## src/rtl/vm_pkg.sv

```systemverilog
// Shared vending-machine definitions: coin codes seen by the vending FSM and
// the coin_acceptor state encoding.
package vm_pkg;

    localparam logic [1:0] COIN_NONE = 2'b00;
    localparam logic [1:0] COIN_5    = 2'b01;
    localparam logic [1:0] COIN_10   = 2'b10;

    typedef enum logic [2:0] {
        ST_CLEAR,
        ST_IDLE,
        ST_QUAL,
        ST_HELD,
        ST_JAM
    } ca_state_e;

endpackage

```

## src/rtl/vm_sync2.sv

```systemverilog
// Two-flop synchroniser for asynchronous level inputs, one chain per bit.
module vm_sync2 #(
    parameter int W = 1
) (
    input  logic         clk,
    input  logic         rst_n,
    input  logic [W-1:0] d,
    output logic [W-1:0] q
);

    logic [W-1:0] meta_reg;
    logic [W-1:0] sync_reg;

    for (genvar gi = 0; gi < W; gi++) begin : g_bit
        always_ff @(posedge clk or negedge rst_n) begin
            if (!rst_n) begin
                meta_reg[gi] <= 1'b0;
                sync_reg[gi] <= 1'b0;
            end else begin
                meta_reg[gi] <= d[gi];
                sync_reg[gi] <= meta_reg[gi];
            end
        end
    end

    assign q = sync_reg;

endmodule

```

## src/rtl/coin_acceptor.sv

```systemverilog
// Coin chute front end: synchronises and debounces the 5/10 rs sensors and
// emits one single-cycle coin code per credited coin, or reject/jam flags.
module coin_acceptor
    import vm_pkg::*;
#(
    parameter int DEB_CYCLES = 4,
    parameter int JAM_CYCLES = 1000
) (
    input  logic       clk,
    input  logic       rst_n,
    input  logic       sense5,
    input  logic       sense10,
    input  logic       inhibit,
    output logic [1:0] coin,
    output logic       reject,
    output logic       jam
);

    localparam int CW = $clog2(JAM_CYCLES + 1);
    localparam logic [CW-1:0] CNT_ONE = CW'(1);
    localparam logic [CW-1:0] DEB_M1  = CW'(DEB_CYCLES - 1);
    localparam logic [CW-1:0] JAM_C   = CW'(JAM_CYCLES);

    logic [1:0]    sync_q;
    logic          s5;
    logic          s10;
    ca_state_e     state_reg;
    logic [CW-1:0] cnt_reg;
    logic [CW-1:0] cnt_inc;
    logic          kind_reg;   // 1 = 10 rs coin latched
    logic [1:0]    coin_reg;
    logic          reject_reg;
    logic          jam_reg;
    logic          lat_hi;
    logic          oth_hi;

    vm_sync2 #(.W(2)) u_sync (
        .clk   (clk),
        .rst_n (rst_n),
        .d     ({sense10, sense5}),
        .q     (sync_q)
    );

    assign s5      = sync_q[0];
    assign s10     = sync_q[1];
    assign lat_hi  = kind_reg ? s10 : s5;
    assign oth_hi  = kind_reg ? s5  : s10;
    assign cnt_inc = (cnt_reg == '1) ? cnt_reg : cnt_reg + CNT_ONE;

    always_ff @(posedge clk or negedge rst_n) begin
        if (!rst_n) begin
            state_reg  <= ST_CLEAR;
            cnt_reg    <= '0;
            kind_reg   <= 1'b0;
            coin_reg   <= COIN_NONE;
            reject_reg <= 1'b0;
            jam_reg    <= 1'b0;
        end else begin
            coin_reg   <= COIN_NONE;
            reject_reg <= 1'b0;
            case (state_reg)
                ST_CLEAR: begin
                    if (s5 || s10) begin
                        cnt_reg <= '0;
                    end else if (cnt_reg == DEB_M1) begin
                        cnt_reg   <= '0;
                        state_reg <= ST_IDLE;
                    end else begin
                        cnt_reg <= cnt_inc;
                    end
                end
                ST_IDLE: begin
                    cnt_reg <= '0;
                    if (s5 && s10) begin
                        reject_reg <= 1'b1;
                        state_reg  <= ST_CLEAR;
                    end else if (s5 || s10) begin
                        if (inhibit) begin
                            reject_reg <= 1'b1;
                            state_reg  <= ST_CLEAR;
                        end else begin
                            kind_reg  <= s10;
                            cnt_reg   <= CNT_ONE;
                            state_reg <= ST_QUAL;
                        end
                    end
                end
                ST_QUAL: begin
                    // A second sensor outranks a dropout of the latched one.
                    if (oth_hi) begin
                        reject_reg <= 1'b1;
                        cnt_reg    <= '0;
                        state_reg  <= ST_CLEAR;
                    end else if (!lat_hi) begin
                        cnt_reg   <= '0;
                        state_reg <= ST_IDLE;
                    end else begin
                        cnt_reg <= cnt_inc;
                        if (cnt_reg == DEB_M1) begin
                            state_reg <= ST_HELD;
                        end
                    end
                end
                ST_HELD: begin
                    if (lat_hi && oth_hi) begin
                        reject_reg <= 1'b1;
                        cnt_reg    <= '0;
                        state_reg  <= ST_CLEAR;
                    end else if (!lat_hi) begin
                        coin_reg  <= kind_reg ? COIN_10 : COIN_5;
                        cnt_reg   <= '0;
                        state_reg <= ST_IDLE;
                    end else if (cnt_reg == JAM_C) begin
                        jam_reg   <= 1'b1;
                        cnt_reg   <= '0;
                        state_reg <= ST_JAM;
                    end else begin
                        cnt_reg <= cnt_inc;
                    end
                end
                ST_JAM: begin
                    if (s5 || s10) begin
                        cnt_reg <= '0;
                    end else if (cnt_reg == DEB_M1) begin
                        jam_reg   <= 1'b0;
                        cnt_reg   <= '0;
                        state_reg <= ST_IDLE;
                    end else begin
                        cnt_reg <= cnt_inc;
                    end
                end
                default: begin
                    cnt_reg   <= '0;
                    jam_reg   <= 1'b0;
                    state_reg <= ST_CLEAR;
                end
            endcase
        end
    end

    assign coin   = coin_reg;
    assign reject = reject_reg;
    assign jam    = jam_reg;

endmodule

```

## config.mk

```make
export PLATFORM = sky130hd
export DESIGN_NAME = coin_acceptor
export DESIGN_NICKNAME = d
export VERILOG_FILES = /design/src/rtl/vm_pkg.sv /design/src/rtl/vm_sync2.sv /design/src/rtl/coin_acceptor.sv
export SDC_FILE = /design/constraint.sdc
export NUM_CORES = 1
export LEC_CHECK = 0
export CORE_ASPECT_RATIO = 0.75
export CORE_UTILIZATION = 45
export CTS_BUF_LIST = sky130_fd_sc_hd__clkbuf_4
export CTS_CLUSTER_SIZE = 12
export DETAILED_ROUTE_END_ITERATION = 12
export MAX_ROUTING_LAYER = met4
export PLACE_DENSITY = 0.66
export REMOVE_ABC_BUFFERS = 1
export SYNTH_ARGS = -nofsm -noshare
export SYNTH_HDL_FRONTEND = slang
export SYNTH_HIERARCHICAL = 1
export SYNTH_SLANG_ARGS = --single-unit
```

## constraint.sdc

```tcl
create_clock -name clk -period 1.4 [get_ports clk]
set_input_delay 0.21 -clock clk [delete_from_list [all_inputs] [get_ports clk]]
set_output_delay 0.21 -clock clk [all_outputs]
set_load 0.02 [all_outputs]
```

==> notes.md <==
The flow completed. The most frequently used library cell after synthesis is sky130_fd_sc_hd__dfrtp_1. Weighted congestion reported at the end of routability-driven placement landed at 0.9156. Relative to the synthesized area, the layout overhead comes to 47.62%. Largest incremental delay on the critical path landed at around 0.43 ns. sky130_fd_sc_hd__dfrtp_1 takes more of the synthesized area than any other cell.

H-tree level count landed at 1. The timing report gives the worst reg2reg path a setup slack of -0.19 ns. The count of nets left with antenna violations once routing finished came out at 0. The run finished, with violations left.

In the post-route analysis, the smallest setup slack over all paths is -0.1921 ns. At the end of the flow, the number of nets in the layout was between 150 and 200. Fraction of power consumed by sequential logic landed at 0.402. For this run, the top clock speed supported by timing is 628.1 MHz. Later-pin clock latency in the skew report landed at 0.33 ns.

Switching power as a fraction of the total was reported as 0.2974. TritonCTS built the clock tree. Setup violation total in the final timing report landed at 13.

The layout summary lists the proportion of cells stronger than drive strength 1 as 0.4202. Total global-route track usage over all layers is 0.2824. Maximum fanout encountered on the critical timing path landed at 5. Number of cell instances on the worst register-to-register path landed at 5. Multi-input logic gates represent a cell area share of 0.3856.

Worst path required time landed at around 1.6 ns. Number of primary I/O pins landed at 9. The root buffer cell chosen for the clock tree is sky130_fd_sc_hd__clkbuf_4. For this run, global-route usage on met2 was measured as 0.4323. Sequential power landed at 0.723 mW. The library cells used most frequently in the layout, excluding fill and tap cells, are sky130_fd_sc_hd__buf_4, sky130_fd_sc_hd__dfrtp_1, sky130_fd_sc_hd__nor2_1. The final reports fail on setup timing. Yosys stat cell total landed at ~130.

Area of the synthesized netlist per yosys stat landed at approximately 1300 sq um. Share of final layout cell area taken by clock buffers and inverters landed at 0.02817. In this run, the synthesized area fraction spent on and/or/nand/nor cells is recorded as 0.2594.
==> critical path: cells and delay by family (launching register included) <==
family / cells / cell delay, ns
AND/OR/NAND/NOR: 2 / 0.57
flip-flops: 1 / 0.43
AND-OR/OR-AND: 2 / 0.31
buffers and inverters: 1 / 0.16
==> through the flow <==
stage	power, mW	util	TNS [ns]	setup WS (ns)	instance area, sq um
CTS	1.756	0.6965	-1.129	-0.1219	1841
detailed placement	1.172	0.6335	-2.567	-0.2366	1674
global route	1.871	0.7060	-2.732	-0.2338	1866
finish	1.799	0.7060	-1.980	-0.1921	1866
global placement	1.152	0.6335	-1.306	-0.1268	1674
floorplan	0.9255	-	-1.912	-0.2276	1204
==> timing repair <==
item                                    CTS  global route
gates cloned                              1             0
resized                                  23             7
setup buffers                             4             1
endpoints found under the setup margin   17            15
pin swaps                                 8             3
Fig. 1: metal 1
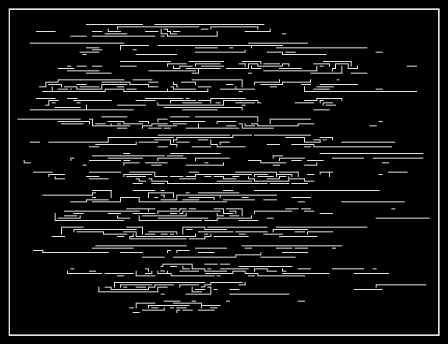
- nets with wire on the layer: 183
- longest straight run: 18.4 microns
- share of all routed wire: 43%
- main direction: horizontal
- wire length on this layer: 1670 microns

Fig. 2: the metal 2 layer
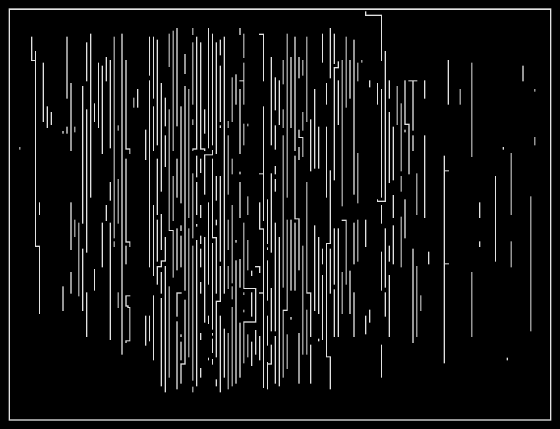
- wire length on this layer: 1850 microns
- share of all routed wire: 47%
- nets with wire on the layer: 172
- longest straight run: 37.4 microns

Fig. 3: signal wires on met3
Bar = 20 microns. Cells faint in the background.
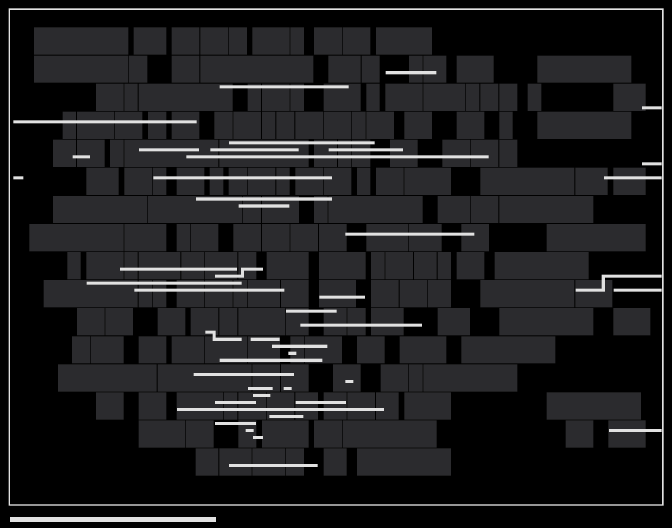
- nets with wire on the layer: 36
- main direction: horizontal
- share of all routed wire: 8.1%

No activity file was given, so power comes from the tool's default toggle rates.
